### config.mk
export PLATFORM = sky130hd
export DESIGN_NAME = sr_prbs7_lfsr
export DESIGN_NICKNAME = d
export VERILOG_FILES = /design/src/rtl/sr_prbs_pkg.sv /design/src/rtl/sr_prbs7_lfsr.sv
export SDC_FILE = /design/constraint.sdc
export NUM_CORES = 1
export LEC_CHECK = 0
export ABC_AREA = 1
export CAP_MARGIN = 20
export CORE_AREA = 2 2 39 41
export CTS_CLUSTER_SIZE = 20
export DETAILED_ROUTE_END_ITERATION = 7
export DIE_AREA = 0 0 41 43
export GPL_TIMING_DRIVEN = 0
export PLACE_DENSITY = 0.45
export REMOVE_ABC_BUFFERS = 1
export SLEW_MARGIN = 30
export SYNTH_ARGS = -nofsm -noshare
export SYNTH_HDL_FRONTEND = slang
export SYNTH_SLANG_ARGS = --single-unit
### constraint.sdc
create_clock -name clk -period 1.3 [get_ports clk]
set_clock_uncertainty 0.05 [all_clocks]
set_input_delay 0.325 -clock clk [delete_from_list [all_inputs] [get_ports clk]]
set_output_delay 0.325 -clock clk [all_outputs]
set_load 0.03 [all_outputs]
### src/rtl/sr_prbs_pkg.sv
// ============================================================================
// Module  : sr_prbs_pkg
// Brief   : Shared PRBS7 constants, FSM state encoding and prediction helper.
// Revision: 1.0 - initial release
// ============================================================================
`default_nettype none

package sr_prbs_pkg;

  localparam int PRBS_ORDER = 7;
  localparam int PRBS_TAP_A = 6;
  localparam int PRBS_TAP_B = 5;
  localparam int WIN_LEN    = 64;
  localparam int WIN_W      = $clog2(WIN_LEN);
  localparam int FILL_W     = $clog2(PRBS_ORDER + 1);

  typedef enum logic [1:0] {
    IDLE   = 2'd0,
    SYNC   = 2'd1,
    LOCKED = 2'd2,
    LOST   = 2'd3
  } prbs_state_e;

  // x^7 + x^6 + 1: next bit is the XOR of the two oldest history bits
  function automatic logic prbs7_predict(input logic [PRBS_ORDER-1:0] hist);
    return hist[PRBS_TAP_A] ^ hist[PRBS_TAP_B];
  endfunction

endpackage

`default_nettype wire

### src/rtl/sr_prbs7_lfsr.sv
// ============================================================================
// Module  : sr_prbs7_lfsr
// Brief   : PRBS7 history register with predicted-next-bit output.
// Revision: 1.0 - initial release
// ============================================================================
`default_nettype none

module sr_prbs7_lfsr
  import sr_prbs_pkg::*;
(
  input  logic                  clk,
  input  logic                  rst,
  input  logic                  clr_i,
  input  logic                  shift_i,
  input  logic                  din_i,
  output logic [PRBS_ORDER-1:0] hist_o,
  output logic                  pred_o
);

  logic [PRBS_ORDER-1:0] hist_q;
  logic [PRBS_ORDER-1:0] hist_d;

  // A generator feeds pred_o back into din_i; a checker feeds received data
  always_comb begin
    hist_d = hist_q;
    if (clr_i) begin
      hist_d = '0;
    end else if (shift_i) begin
      hist_d = {hist_q[PRBS_ORDER-2:0], din_i};
    end
  end

  always_ff @(posedge clk or posedge rst) begin
    if (rst) begin
      hist_q <= '0;
    end else begin
      hist_q <= hist_d;
    end
  end

  assign hist_o = hist_q;
  assign pred_o = prbs7_predict(hist_q);

endmodule

`default_nettype wire

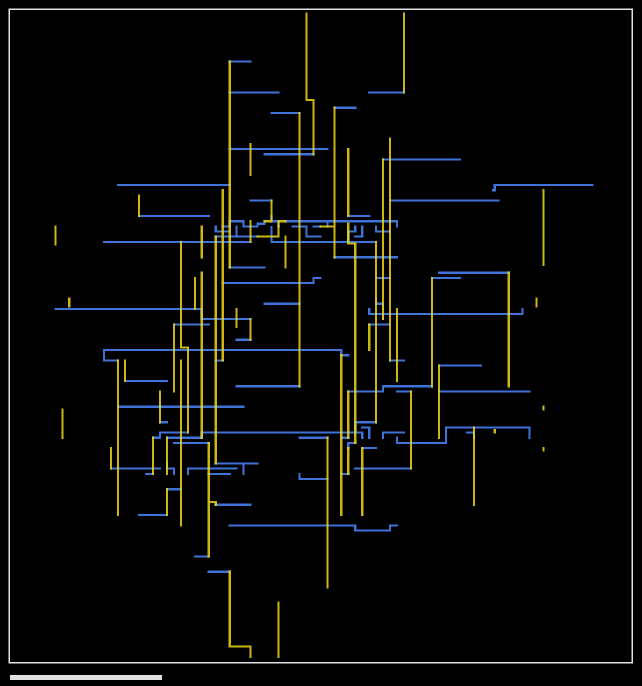
Figure 1: metal layers overlaid.
Scale bar: 10 µm. Two of the layers only.
color	layer	wire length
yellow	M2	312 µm
blue	M1	277 µm
wire length per cell: 9.97 µm
final wirelength: 658 µm
Tot GR Track Use: 9.61%

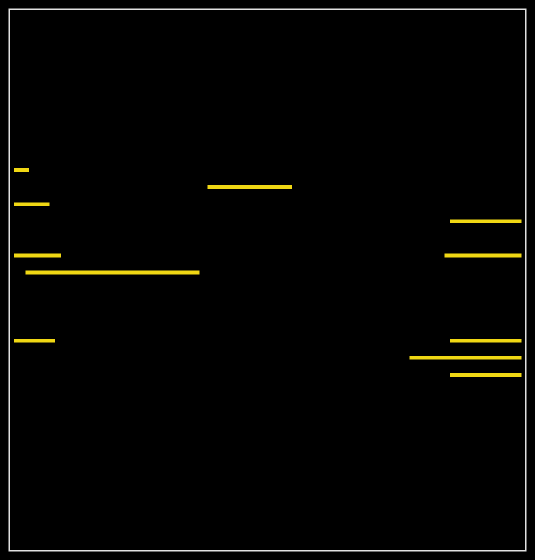
Figure 2: M3 wires.
share of all routed wire	9.2%
longest straight run	13.6 µm

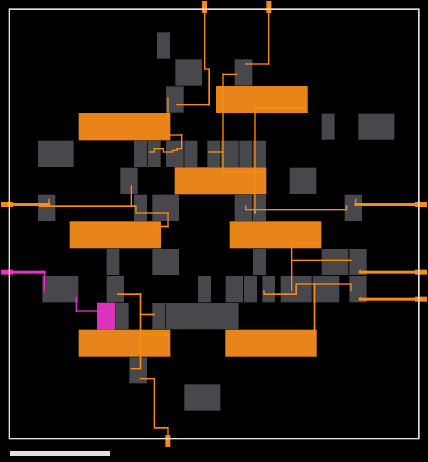
Figure 3: port wiring.
Scale bar: 10 µm.
color	port	bits	direction	edge	end cells	buffers	wire
magenta	din_i	1	input	left	1	1	9.40 µm
orange	hist_o	7	output	3 right, 2 top, 1 bottom, 1 left	7	7	165 µm

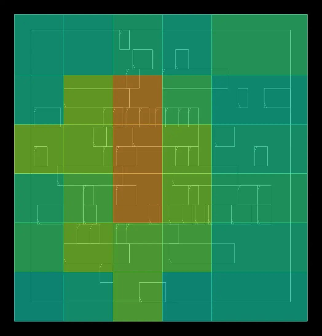
Figure 4: track usage over the die.
GR Layer Usage met2: 13.4%
GR peak layer: met2
Finished Core Util: 32.0%
M1 GR Usage: 11.2%

==> flow_summary.yaml <==
# generated from flow reports
outcome:
  status: "finished with violations"
  violations: "setup timing"
job:
  drv_cap: 0
cts:
  clk_path_buf_depth: 2
  h-tree-depth: 1
  numCtsBuffers: 3
  clkSlewWorstSetupHoldPaths_ns: 0.06
critical_path:
  r2r_cells: 4
  critPathLaunchType: "register"
  path_class: "reg2out"
floorplanning:
  chipWidth_um: 41
  fp_util_pct: 22.4
  die_y_um: 43
hold_path:
  hp-class: "in2async"
final_layout:
  drive_gt1_share_pct: 30.0
grt:
  grt_pass1_wl_um: 1110
  overflow: 0
detailed_routing:
  drt_first_pass_iters: 4
synth:
  yosys_warnings: 0
  ys_cells: 33
  synth_seq_share_pct: 56.5
sta:
  setup_viol: 1
  setup_ws_ns: -0.0478
  finalClockPeriodUsage_pct: 104
pwr:
  power.density_mw_per_mm2: 1070
[Yosys cell counts]
cell and n:
inv_2 1, dfrtp_1 7, xor2_1 1, nand3_1 7
nor2_8 1, inv_1 1, buf_6 1, nand2_1 14
[critical path, cell delays in order (launching register included)]
cell and delay (ns):
dfrtp_1 0.40, xor2_1 0.16, buf_4 0.17
[metrics by stage]
step,utilization [%],instances
2_1_floorplan,-,32
3_3_place_gp,31.7,60
3_5_place_dp,31.7,60
4_1_cts,31.9,65
5_1_grt,32.0,66
6_report,32.0,66
[layer usage]
layer / global-route usage, % / vias to the layer above / wire length, µm
li1: - / 138 / -
met1: 11.2 / 119 / 277
met2: 13.4 / 11 / 312
met3: 3.14 / 2 / 60
met4: 8.00 / 0 / 8
met5: 0 / - / 0
[cells by family after synthesis]
group	count (synthesis)	synth area share, %
simple gates	22	34.7
buf+inv	3	6.05
xor+xnor	1	2.82
flops	7	56.5
[cell type report]
class / count / area [µm²] / share of cell area (%)
tap: 16 / 20.0 / 4.52
inverter: 2 / 7.51 / 1.69
clock buffer: 4 / 26.3 / 5.93
sequential: 7 / 175 / 39.5
timing repair buffer: 14 / 97.6 / 22.0
multi-input combinational: 23 / 116 / 26.3
[worst max-delay path by stage]
stage / slack [ns] / to / cells past startpoint
6_report: -0.05 / pred_o / 2
5_1_grt: -0.08 / pred_o / 2
4_1_cts: -0.06 / pred_o / 2
3_5_place_dp: -0.28 / pred_o / 2
3_3_place_gp: -0.28 / pred_o / 2
2_1_floorplan: -0.14 / pred_o / 1
[layout by cell type, fill, tap and decap left out]
master / n
buf_2: 7
inv_1: 1
nor2_8: 1
clkbuf_4: 3
nand2_1: 14
clkbuf_1: 1
nand3_1: 7
dfrtp_1: 7
buf_4: 3
inv_2: 1
xor2_1: 1
clkdlybuf4s50_1: 4
[power groups by stage]
stage               clock network (W)  logic (W)  registers, W
floorplan                           0  0.0000144      0.000235
global placement                    0  0.0000514      0.000228
detailed placement                  0  0.0000522      0.000228
CTS                          0.000207  0.0000493      0.000224
global route                 0.000218  0.0000533      0.000225
finish                       0.000200  0.0000479      0.000224
[what timing repair did]
item,CTS,global route
buffers inserted,1,1
gates resized,39,2
endpoints found under the setup margin,8,2
hold buffers,0,0
pin swaps,1,0
endpoints found under the hold margin,0,0
Power is estimated from default activity; no workload was simulated.
